### Supply network

Scale: 8 px per um. Pins as bars on the die edge. Tap cells in gray.
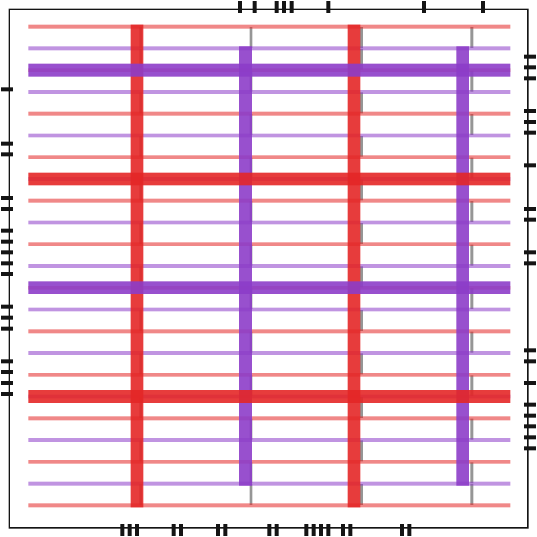
### Cell classes on the final placement

Scale: 8 px per um. Fill, decap, tap and diode cells in gray.
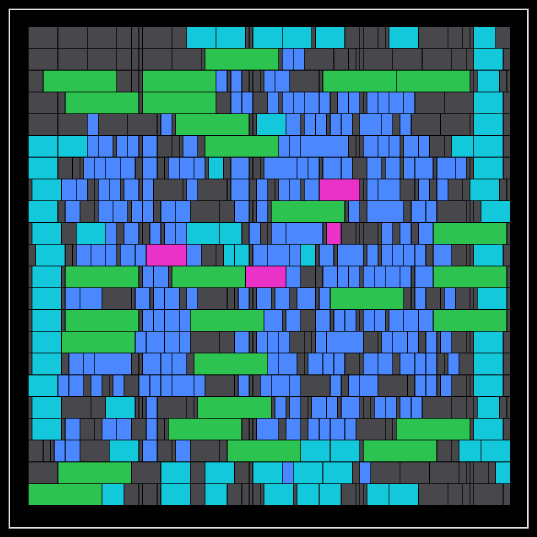
`src/rtl/piso_stream_ctrl.sv`:
```
// Job sequencer that walks a frozen PISO snapshot and streams its elements
// out over a valid/ready interface, with wrap-around, abort and a done pulse.
`timescale 1ns/1ps
module piso_stream_ctrl #(
  parameter  int WIDTH = 10,
  parameter  int DEPTH = 1024,
  localparam int AW    = $clog2(DEPTH),
  localparam int LW    = $clog2(DEPTH + 1)
) (
  input  logic             clk,
  input  logic             rst_n,
  input  logic             start_valid,
  output logic             start_ready,
  input  logic [AW-1:0]    start_base,
  input  logic [LW-1:0]    start_len,
  input  logic             abort,
  output logic             src_hold,
  output logic [AW-1:0]    r_addr,
  input  logic [WIDTH-1:0] piso_q,
  output logic [WIDTH-1:0] m_data,
  output logic             m_valid,
  input  logic             m_ready,
  output logic             m_last,
  output logic             done
);

  typedef enum logic [1:0] {
    S_IDLE   = 2'd0,
    S_STREAM = 2'd1,
    S_DONE   = 2'd2
  } state_e;

  localparam logic [AW-1:0] LAST_IDX = AW'(DEPTH - 1);

  state_e          r_state;
  logic [LW-1:0]   r_remaining;
  logic            w_fire;
  logic [AW-1:0]   w_addr_next;

  assign w_fire      = m_valid && m_ready;
  assign w_addr_next = (r_addr == LAST_IDX) ? '0 : r_addr + 1'b1;

  // Gated with rst_n so the producer sees "not ready" for the whole reset window.
  assign start_ready = rst_n && (r_state == S_IDLE);
  assign m_data      = piso_q;

  // NOTE: every state and output register uses non-blocking assignments so all
  // flops update together from pre-edge values; blocking here would create
  // order-dependent races between r_remaining, r_addr and the output flags.
  always_ff @(posedge clk or negedge rst_n) begin
    if (!rst_n) begin
      r_state     <= S_IDLE;
      r_remaining <= '0;
      r_addr      <= '0;
      m_valid     <= 1'b0;
      m_last      <= 1'b0;
      done        <= 1'b0;
      src_hold    <= 1'b0;
    end else begin
      case (r_state)
        S_IDLE: begin
          done <= 1'b0;
          if (start_valid) begin
            r_addr      <= start_base;
            r_remaining <= start_len;
            src_hold    <= 1'b1;
            if (start_len != '0) begin
              r_state <= S_STREAM;
              m_valid <= 1'b1;
              m_last  <= (start_len == LW'(1));
            end else begin
              r_state <= S_DONE;
              done    <= 1'b1;
            end
          end
        end

        S_STREAM: begin
          if (w_fire) begin
            r_remaining <= r_remaining - 1'b1;
          end
          // Abort wins over completion; the address is left where it stood.
          if (abort) begin
            r_state  <= S_IDLE;
            m_valid  <= 1'b0;
            m_last   <= 1'b0;
            src_hold <= 1'b0;
          end else if (w_fire) begin
            r_addr <= w_addr_next;
            if (r_remaining == LW'(1)) begin
              r_state <= S_DONE;
              m_valid <= 1'b0;
              m_last  <= 1'b0;
              done    <= 1'b1;
            end else begin
              m_last <= (r_remaining == LW'(2));
            end
          end
        end

        S_DONE: begin
          r_state  <= S_IDLE;
          done     <= 1'b0;
          src_hold <= 1'b0;
        end

        default: begin
          r_state  <= S_IDLE;
          m_valid  <= 1'b0;
          m_last   <= 1'b0;
          done     <= 1'b0;
          src_hold <= 1'b0;
        end
      endcase
    end
  end

endmodule

```
`config.mk`:
```
export PLATFORM = sky130hd
export DESIGN_NAME = piso_stream_ctrl
export DESIGN_NICKNAME = d
export VERILOG_FILES = /design/src/rtl/piso_stream_ctrl.sv
export SDC_FILE = /design/constraint.sdc
export NUM_CORES = 1
export LEC_CHECK = 0
export ABC_AREA = 1
export ABC_CLOCK_PERIOD_IN_PS = 4100
export CORE_MARGIN = 2
export CORE_UTILIZATION = 51
export CTS_BUF_LIST = sky130_fd_sc_hd__clkbuf_4 sky130_fd_sc_hd__clkbuf_8
export DETAILED_ROUTE_END_ITERATION = 8
export GPL_TIMING_DRIVEN = 0
export HOLD_SLACK_MARGIN = 0.08
export PLACE_DENSITY = 0.85
export SLEW_MARGIN = 25
export SYNTH_ARGS = -nofsm -noshare
export SYNTH_HDL_FRONTEND = slang
export SYNTH_SLANG_ARGS = --single-unit
```
`constraint.sdc`:
```
create_clock -name clk -period 4.1 [get_ports clk]
set_input_delay 0.41 -clock clk [delete_from_list [all_inputs] [get_ports clk]]
set_output_delay 0.41 -clock clk [all_outputs]
set_load 0.005 [all_outputs]
```
==> job_summary.md <==
### Yosys + OpenROAD results

| Metric | Value |
|---|---|
| # fillers | 318 |
| R2R Setup Slk | 2.37 ns |
| Leading area contributor after synthesis | dfrtp_1 |
| Non-clk invs | 35 |
| Max_slew headroom | 57.72% |
| P per Cell Area | 596.7 mW/mm^2 |
| Die width | 64.64 um |
| Final TNS setup | 0 ns |
| Top cell excl fill/tap | nand2_1 |
| Well Taps | 48 |
| Nets | 373 |
| HPWL Detailed | 3432 um |
| Via density | 5.211 |
| Worst Max-Slew Pin Slew | 0.6342 ns |
| # rows | 22 |
| Clk_buf instances | 3 |
| Post-route setup slack | 2.066 ns |
| Top cells excl fill/tap | nand2_1 (69), clkdlybuf4s50_1 (49), nor2_1 (35) |
| FP Util | 52.01% |
| TritonCTS clock tree | yes |
| OpenROAD warnings | 28 |
| Area Overhead vs Synth | 32.09% |
| Synth Flop Type | dfrtp_1 |
| Core ar. | 0.003606 mm^2 |
| Vias in the first global route | 1731 |
| Hold slack | 0.1398 ns |
| Logic pwr share | 56.0% |
| Fmax achieved | 491.7 MHz |
| Crit Path Max Fanout | 5 |
| P_seq | 495 uW |
| Port buffer count | 50 |
| Cts hold-fix bufs | 0 |
| Flop share of the area | 27.27% |
| Clk buf depth | 2 |
| Metal2 WL | 2206 um |
| P_sw | 660.9 uW |
| Post-Syn Nets | 318 |
| Leakage | 0.001199 uW |
| Final period utilization | 49.60% |
| Post-CTS Setup Bufs | 0 |
| Post-Route Skew | 0.005981 ns |
| Critical path data required time | 3.69 ns |
| Main area contributors | dfrtp_1 (36%), nand2_1 (14%), nor2_1 (7.0%) |
| Congestion Overflow GR | 0 |
| GPL Wtd Cong | 0.9023 |
| Crit path DAT | 1.62 ns |
| # H-tree levels | 1 |
| Post-synth top cells | nand2_1 (69), nor2_1 (35), inv_1 (33), dfrtp_1 (27), nand3_1 (21) |
| CP Launch Type | register |
| Clk pwr share | 10.5% |
| Worst min path class | in2async |
| Maxcap violations | 0 |
| Top power group | combinational logic |
| Final hold vios | 0 |
| Share of cells above drive strength 1 | 9.639% |
| CTS root buffer | clkbuf_8 |
| Gate count of the mapped netlist | 278 |
| Registers, synthesis | 27 |
| CTS Buf Count | 3 |
| Slew Viols, Final | 0 |
| Comb area | 955.9 um^2 |
| Largest regs | r_remaining x11, r_addr x10, r_state x2 |
| FF+latch area | 675.6 um^2 |
| Buffers, non-clock | 66 |
| Distinct lib cells | 29 |
| DIE HEIGHT | 64.64 um |
| Non-clk buf share | 24.55% |
| Top Layer Used | met4 |
| Clock sink count | 27 |
| Max-area cell class | logic gates |
| Clock-cell share of area | 1.869% |
| Die area | 0.004178 mm^2 |
| Post-Syn Area | 0.001876 mm^2 |
| Synth top cell by count | nand2_1 |
| Worst Setup SP | r_state[0]$_DFFE_PN0P_ |
| Post-route ant nets | 0 |
| Tmin final | 2.034 ns |
| M2 GR Usage | 41.15% |
| CP endpoint kind | output port |
| Worst r2r src | r_addr[1]$_DFFE_PN0P_ |
| Post-synth EDFFs | 0 |
| Via count | 1980 |
| WL/cell | 12.21 um |
| Clk_lat worst skew | 0.28 ns |
| Met1 Usage GRT | 30.20% |
| Detailed Routing Iterations Pass 1 | 4 |
| # IOs | 61 |
| Status | finished clean |
| Worst R2R Path Depth | 8 |
| GRT Overall Usage | 23.59% |
| Post-Syn Area per Cell | 6.747 um^2 |
| Dpl ws | 2.029 ns |
| Met3 Routed Length | 323 um |
| Fraction of registers with async set/reset | 100.0% |
| # Cells Yosys | 278 |
| Initial antenna violation count | 0 |
| Dominant cell area share | 36.02% |
| Combinational gates | 200 |
| Worst-path clk slew | 0.10 ns |
## Picture notes: 'Supply network'
Key: purple = VDD; red = VSS
23 met1 rails follow the rows. 4 straps on met5.

## Picture notes: 'Cell classes on the final placement'
Key: cyan = remaining buffers and delay cells [cells 66, share of their area 25%]; green = registers [cells 27, share of their area 28%]; blue = remaining logic cells [cells 235, share of their area 45%]; magenta = clock drivers and dummy loads [cells 4, share of their area 1.9%]

[through the flow]
step                utilization (%)  instance area [um^2]  total power [uW]  cells
floorplan                         -                  1876              1011    278
global placement              67.56                  2436              1296    376
detailed placement            67.42                  2431              1316    376
CTS                           68.70                  2477              1481    380
global route                  68.70                  2477              1631    380
finish                        68.70                  2477              1478    380
[critical path, stage by stage, from the launching register on]
cell             delay, ns
dfrtp_1               0.44
nor2_2                0.23
inv_1                 0.09
nor2_1                0.09
clkdlybuf4s50_1       0.50
[cells by family (layout without fill, tap and decap cells)]
group | count (synthesis) | count (layout) | synth area share [%]
AND/OR/NAND/NOR | 139 | 139 | 31.29
buffers and inverters | 51 | 105 | 13.01
adder cells (fa/ha/maj) | 4 | 4 | 2.669
flip-flops | 27 | 27 | 36.02
AND-OR/OR-AND | 57 | 57 | 17.01
No activity file was given, so power comes from the tool's default toggle rates.
